### src/rtl/eth_mac_cfg_seq.sv
// Bring-up sequencer for the C5_ETH MAC control port: reset, address/length setup,
// TX/RX enable and read-back verify, then pass the port through to a host master.
module eth_mac_cfg_seq #(
    parameter logic [47:0] MAC_ADDR = 48'h0002_C5E7_0001,
    parameter logic [31:0] FRM_LEN  = 32'd1518,
    parameter logic [31:0] CMD_RUN  = 32'h0000_0003,
    parameter int unsigned TIMEOUT  = 1023,
    parameter int unsigned POLL_MAX = 64
) (
    input  logic        clk,
    input  logic        reset,
    input  logic        start,
    output logic        cfg_done,
    output logic        cfg_err,
    output logic [1:0]  err_code,
    output logic [7:0]  reg_addr,
    output logic        reg_rd,
    output logic        reg_wr,
    output logic [31:0] reg_data_in,
    input  logic [31:0] reg_data_out,
    input  logic        reg_busy,
    input  logic [7:0]  host_addr,
    input  logic        host_rd,
    input  logic        host_wr,
    input  logic [31:0] host_wdata,
    output logic [31:0] host_rdata,
    output logic        host_busy
);

    localparam int unsigned BusyW = $clog2(TIMEOUT + 1);
    localparam int unsigned PollW = $clog2(POLL_MAX + 1);
    localparam logic [BusyW-1:0] BusyLast = BusyW'(TIMEOUT - 1);
    localparam logic [PollW-1:0] PollLast = PollW'(POLL_MAX - 1);

    localparam logic [7:0]  AddrCmd  = 8'h02;
    localparam logic [7:0]  AddrMac0 = 8'h03;
    localparam logic [7:0]  AddrMac1 = 8'h04;
    localparam logic [7:0]  AddrFrm  = 8'h05;
    localparam logic [31:0] SwReset  = 32'h0000_2000;
    localparam logic [31:0] Mac0Word =
        {MAC_ADDR[23:16], MAC_ADDR[31:24], MAC_ADDR[39:32], MAC_ADDR[47:40]};
    localparam logic [31:0] Mac1Word = {16'h0, MAC_ADDR[7:0], MAC_ADDR[15:8]};

    typedef enum logic [3:0] {
        StIdle, StRstWr, StPollRd, StPollChk, StMac0Wr, StMac1Wr,
        StFrmWr, StRunWr, StVerRd, StVerChk, StDone, StError
    } state_e;

    state_e            state_q, state_d;
    logic [7:0]        addr_q, addr_d;
    logic [31:0]       wdata_q, wdata_d;
    logic              wr_q, wr_d;
    logic              rd_q, rd_d;
    logic [31:0]       rdata_q, rdata_d;
    logic [BusyW-1:0]  busy_cnt_q, busy_cnt_d;
    logic [PollW-1:0]  poll_cnt_q, poll_cnt_d;
    logic [1:0]        err_code_q, err_code_d;
    logic              cfg_done_q, cfg_err_q;

    logic              acc_req, acc_wr, acc_done;
    logic [7:0]        acc_addr;
    logic [31:0]       acc_data;

    always_ff @(posedge clk) begin
        if (reset) begin
            state_q    <= StIdle;
            addr_q     <= '0;
            wdata_q    <= '0;
            wr_q       <= 1'b0;
            rd_q       <= 1'b0;
            rdata_q    <= '0;
            busy_cnt_q <= '0;
            poll_cnt_q <= '0;
            err_code_q <= 2'd0;
            cfg_done_q <= 1'b0;
            cfg_err_q  <= 1'b0;
        end else begin
            state_q    <= state_d;
            addr_q     <= addr_d;
            wdata_q    <= wdata_d;
            wr_q       <= wr_d;
            rd_q       <= rd_d;
            rdata_q    <= rdata_d;
            busy_cnt_q <= busy_cnt_d;
            poll_cnt_q <= poll_cnt_d;
            err_code_q <= err_code_d;
            cfg_done_q <= (state_d == StDone);
            cfg_err_q  <= (state_d == StError);
        end
    end

    always_comb begin
        state_d    = state_q;
        addr_d     = addr_q;
        wdata_d    = wdata_q;
        wr_d       = wr_q;
        rd_d       = rd_q;
        rdata_d    = rdata_q;
        busy_cnt_d = busy_cnt_q;
        poll_cnt_d = poll_cnt_q;
        err_code_d = err_code_q;
        acc_req    = 1'b1;
        acc_wr     = 1'b1;
        acc_addr   = AddrCmd;
        acc_data   = '0;
        acc_done   = 1'b0;

        case (state_q)
            StRstWr:  acc_data = SwReset;
            StPollRd: acc_wr = 1'b0;
            StMac0Wr: begin acc_addr = AddrMac0; acc_data = Mac0Word; end
            StMac1Wr: begin acc_addr = AddrMac1; acc_data = Mac1Word; end
            StFrmWr:  begin acc_addr = AddrFrm;  acc_data = FRM_LEN;  end
            StRunWr:  acc_data = CMD_RUN;
            StVerRd:  acc_wr = 1'b0;
            default:  acc_req = 1'b0;
        endcase

        // Entry cycle of an access state has no strobe, which provides the idle gap.
        if (acc_req) begin
            if (!(wr_q || rd_q)) begin
                addr_d     = acc_addr;
                wdata_d    = acc_wr ? acc_data : '0;
                wr_d       = acc_wr;
                rd_d       = !acc_wr;
                busy_cnt_d = '0;
            end else if (!reg_busy) begin
                wr_d     = 1'b0;
                rd_d     = 1'b0;
                acc_done = 1'b1;
                if (rd_q) rdata_d = reg_data_out;
            end else if (busy_cnt_q == BusyLast) begin
                wr_d       = 1'b0;
                rd_d       = 1'b0;
                err_code_d = 2'd1;
                state_d    = StError;
            end else begin
                busy_cnt_d = busy_cnt_q + BusyW'(1);
            end
        end

        case (state_q)
            StIdle: if (start) state_d = StRstWr;
            StRstWr: begin
                if (acc_done) begin
                    state_d    = StPollRd;
                    poll_cnt_d = '0;
                end
            end
            StPollRd: if (acc_done) state_d = StPollChk;
            StPollChk: begin
                if (!rdata_q[13]) begin
                    state_d = StMac0Wr;
                end else if (poll_cnt_q == PollLast) begin
                    err_code_d = 2'd2;
                    state_d    = StError;
                end else begin
                    poll_cnt_d = poll_cnt_q + PollW'(1);
                    state_d    = StPollRd;
                end
            end
            StMac0Wr: if (acc_done) state_d = StMac1Wr;
            StMac1Wr: if (acc_done) state_d = StFrmWr;
            StFrmWr:  if (acc_done) state_d = StRunWr;
            StRunWr:  if (acc_done) state_d = StVerRd;
            StVerRd:  if (acc_done) state_d = StVerChk;
            StVerChk: begin
                if ((rdata_q & CMD_RUN) == CMD_RUN) begin
                    err_code_d = 2'd0;
                    state_d    = StDone;
                end else begin
                    err_code_d = 2'd3;
                    state_d    = StError;
                end
            end
            StDone, StError: begin
                if (start) begin
                    err_code_d = 2'd0;
                    state_d    = StRstWr;
                end
            end
            default: state_d = StIdle;
        endcase
    end

    always_comb begin
        if (state_q == StDone) begin
            reg_addr    = host_addr;
            reg_rd      = host_rd;
            reg_wr      = host_wr;
            reg_data_in = host_wdata;
            host_rdata  = reg_data_out;
            host_busy   = reg_busy;
        end else begin
            reg_addr    = addr_q;
            reg_rd      = rd_q;
            reg_wr      = wr_q;
            reg_data_in = wdata_q;
            host_rdata  = '0;
            host_busy   = 1'b1;
        end
    end

    assign cfg_done = cfg_done_q;
    assign cfg_err  = cfg_err_q;
    assign err_code = err_code_q;

endmodule

### config.mk
export PLATFORM = sky130hd
export DESIGN_NAME = eth_mac_cfg_seq
export DESIGN_NICKNAME = d
export VERILOG_FILES = /design/src/rtl/eth_mac_cfg_seq.sv
export SDC_FILE = /design/constraint.sdc
export NUM_CORES = 1
export LEC_CHECK = 0
export ABC_CLOCK_PERIOD_IN_PS = 2800
export CAP_MARGIN = 20
export CORE_ASPECT_RATIO = 1.1
export CORE_MARGIN = 2
export CORE_UTILIZATION = 38
export CTS_BUF_LIST = sky130_fd_sc_hd__clkbuf_8
export DETAILED_ROUTE_END_ITERATION = 8
export PLACE_DENSITY = 0.8
export REMOVE_ABC_BUFFERS = 1
export SLEW_MARGIN = 20
export SYNTH_ARGS = -nofsm -noshare
export SYNTH_HDL_FRONTEND = slang
export SYNTH_SLANG_ARGS = --single-unit
### constraint.sdc
create_clock -name clk -period 2.8 [get_ports clk]
set_clock_uncertainty 0.2 [all_clocks]
set_input_delay 0.56 -clock clk [delete_from_list [all_inputs] [get_ports clk]]
set_output_delay 0.56 -clock clk [all_outputs]
set_load 0.05 [all_outputs]
==> images/clk_routes.png <==
The bar under the picture is 20 um long.
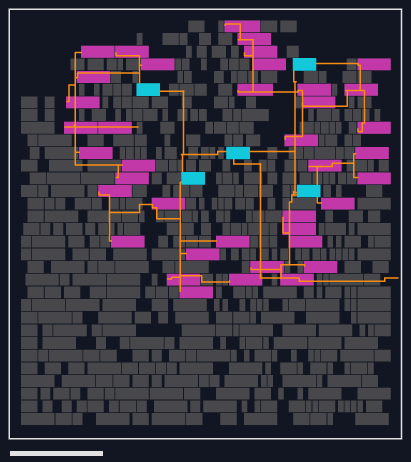
cyan -> clock drivers  # count 5
magenta -> flip-flops  # count 39
orange -> clock wires  # length 495 um
routed clock nets = 6
power share of the clock group: 28.8%
P_clk: 362 uW
Late-Pin Clk Latency: 0.29 ns

==> images/clocks.png <==
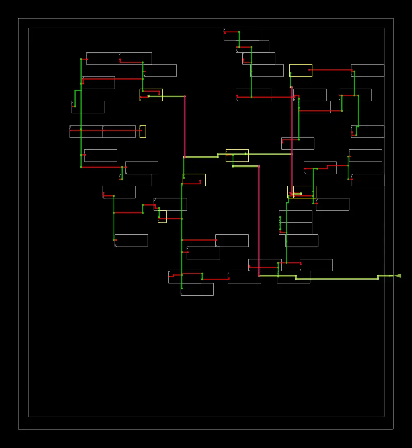
number of sequential cells: 39
Clock Sinks: 39
CLK BUF: 5

==> images/layer_met4.png <==
Cells faint in the background.
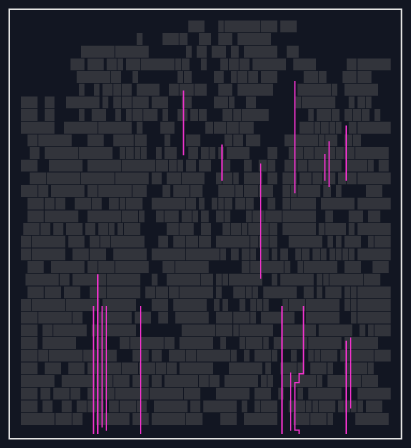
nets with wire on the layer = 16
share of all routed wire = 3.4%
WL final: 9980 um
vias after detailed routing: 3350

==> CHANGELOG.md <==
### Physical design

* Clk buf depth at 2
* Worst EP required at between 2 and 2.5 ns
* Max cap viols at 0
* Yosys xor share at under 10%
* First-pass GRT wire length at about 16000 um
* Syn Area/Cell at around 6.9 um2
* Main flop type: dfxtp_1
* Die Ht at 91.9 um
* Cycle use final at 92.3%
* Leak at roughly 0.0023 uW
* Ys cells at 387
* Cell count after synthesis at a little under 400
* Crit-path max FO at 15
* Grt ovf at 0
* Final HPWL DP at 8040 um
* Die area at slightly below 0.008 mm2
* FF+latch count, synth at 39
* Setup Fix Bufs, Post-CTS at 0
* Clock slew at reported path FFs at 0.08 ns
* Final worst setup slack at between 0.2 and 0.25 ns
* Core ar. at 0.00693 mm2
* Cells after DPL at 610
* YS chip area at between 0.002 and 0.003 mm2
* Die Width at 83.9 um
* Pwr/cell area at roughly 240 mW/mm2
* Post-route minimum period at between 2 and 3 ns
* CP Capture Type: output port
* Max Fclk at 387 MHz
* Hold Fails Final Rpt at 0
* Setup violators final at 0
* Via density at between 5 and 6
* M2 GR Usage at between 40% and 50%
* Initial antenna violation count at 0
* CP Class: register to output port
* Filler instances at between 500 and 600
* Largest net degree at the start of global routing at 38
* Netlist cell types at about 56
* Synth Cell Area at 0.00267 mm2
* Aoi share at between 10% and 20%
* Crit path DAT at approximately 1.8 ns
* Gr busiest metal: met2
* Synth logic family: simple AND/OR/NAND/NOR gates
* # DRC at 0
* Met3 Use GR at 8.55%
* Final slew viol count at 0
* Critical Path Start Type: register
* Final Instance Count excl. Fillers at roughly 620
* Tightest Pin Transition at approximately 0.65 ns
* H-tree lvl count at 2
* Count of library flops with an enable pin at 0
* Post-Synth Adder-Cell Area at between 1 and 1.5%
* Fp util at 38.5%
* YS warnings at 0
* Share of layout cells above drive strength 1 at 20.5%
* Relative slew margins at between 50% and 60%
* Drt initial violations at approximately 260
* Met1 usage at about 27%
* Post-synth seq share at between 20 and 30%
* CTS Buf Count at 5
* Post-route ant nets at 0
* Mux frac, synth at under 10%
* Vias in the first global route at between 3000 and 4000
* Pre-antenna DRT Iters at 5
* Max rail drop VDD at roughly 0.26 mV
* Setup WS pre-CTS at 0.179 ns
* Synth Area in Simple Gates at 42.4%
* Tool warnings at 26
* GP Congestion at between 0.8 and 0.9
* Async SR Flop Fraction at 0%
* Hold/Removal Path Class: register to register
* # port buffers at roughly 160
* Nets at roughly 600
* Status: completed
==> images/metal_density.png <==
17 x 18 tiles, from dark blue (low) to red (high), scaled to the fullest tile. Values are wire area over tile area, all layers added.
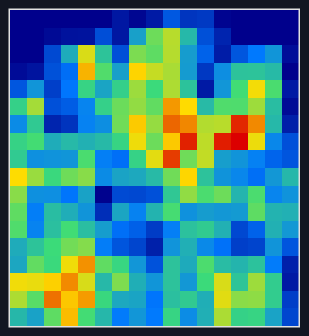
nearly empty tiles = 7.2%
tiles over half the peak = 30%
fullest tile = 0.56
Tot GR Track Use: 25.7%
WL/cell: 16.1 um

==> images/placement_by_type.png <==
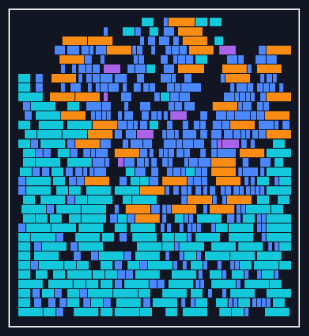
blue -> combinational and other logic  # cells 317, share of their area 35%
purple -> clock drivers and dummy loads  # cells 8, share of their area 1.6%
cyan -> other buffers and delay cells  # cells 169, share of their area 48%
orange -> flops  # cells 39, share of their area 16%
final core occ: 74.4%
Core Rows: 32
design area: 0.00515 mm2

## state kept, by name (all words and copies together) (netlist names)
register and flops:
err_code 2, poll_cnt_q 7, wdata_q 6, state_q 4
addr_q 3, cfg_err 1, busy_cnt_q 10, cfg_done 1
rd_q 1, rdata_q 3, wr_q 1
## power by group
part / switching [uW] / internal [uW] / total, uW
registers: 13.5 / 564 / 578
clock network: 194 / 168 / 362
logic: 149 / 167 / 317
## stage by stage
step                      power (uW)  hold slack [ns]  TNS [ns]
after floorplan                  715            0.223    -49.58
after global placement           898            0.232         0
after detailed placement         904            0.238         0
after CTS                       1260            0.249         0
after global routing            1310            0.261         0
final                           1260            0.253         0
## cells in the mapped netlist, types with 7 or more instances
cell       n  area (um2)
clkbuf_1  27         101
o21ai_0   12        60.1
dfxtp_1   39         781
nor2b_1   11        68.8
and3_1    50         313
nand3_1    8        40.0
a21oi_1   21         105
nor3_1    12        60.1
nand2_1   81         304
inv_1      8        30.0
nor2_1    34         128
nand2b_1   7        43.8
## logic make-up after synthesis
group,Yosys count
AOI/OAI and AO/OA,67
xor gates and xnor gates,9
adders and majority gates,3
buffers and inverters,39
DFF,39
muxes,3
and+or+nand+nor,227
## critical path, cell delays in order, from the launching register on
cell and delay, ns:
dfxtp_1 0.37, buf_4 0.22, nor2b_2 0.17, nand2_1 0.20
nand2_1 0.24, nand2_1 0.15, buf_12 0.18
## cell usage in the layout (no fill, tap or decap), types with 4 or more instances in the layout
cell	n
a21oi_1	21
nor3_1	12
xnor2_1	6
buf_4	13
nand4_1	4
buf_12	75
dfxtp_1	37
nand2b_1	7
and3_1	50
nor2_1	34
nand2_1	80
clkbuf_8	5
nor2b_1	9
inv_1	10
or3_1	5
clkdlybuf4s50_1	81
nand3_1	8
o21ai_0	12
## path summary, 6_finish.rpt
path	from	endpoint	slack, ns	cells past startpoint
min	wdata_q[0]	wdata_q[0]	0.25	2
max reg2reg	state_q[3]	cfg_err	0.49	6
min reg2reg	wdata_q[0]	wdata_q[0]	0.25	2
max	state_q[0]	reg_data_in[2]	0.22	6
## metal layers
layer / part of all wire [%] / vias up
met5: 0 / -
met4: 3.4 / 0
met3: 7.6 / 36
met2: 53 / 146
met1: 36 / 1537
li1: - / 1631
## timing repair
item / 4_1_cts / 5_1_grt
gates resized: 0 / 3
hold endpoints to repair: 0 / 0
endpoints found under the setup margin: 0 / 17
## area by class of cell
cell class / instances / area, um2 / area share, %
Tap cell: 85 / 106 / 2.06
Timing Repair Buffer: 169 / 2410 / 46.7
Clock inverter: 3 / 12.5 / 0.243
Sequential cell: 39 / 783 / 15.2
Multi-Input combinational cell: 309 / 1740 / 33.8
Inverter: 8 / 30.0 / 0.583
Clock buffer: 5 / 68.8 / 1.33
Power and IR drop assume default switching activity.
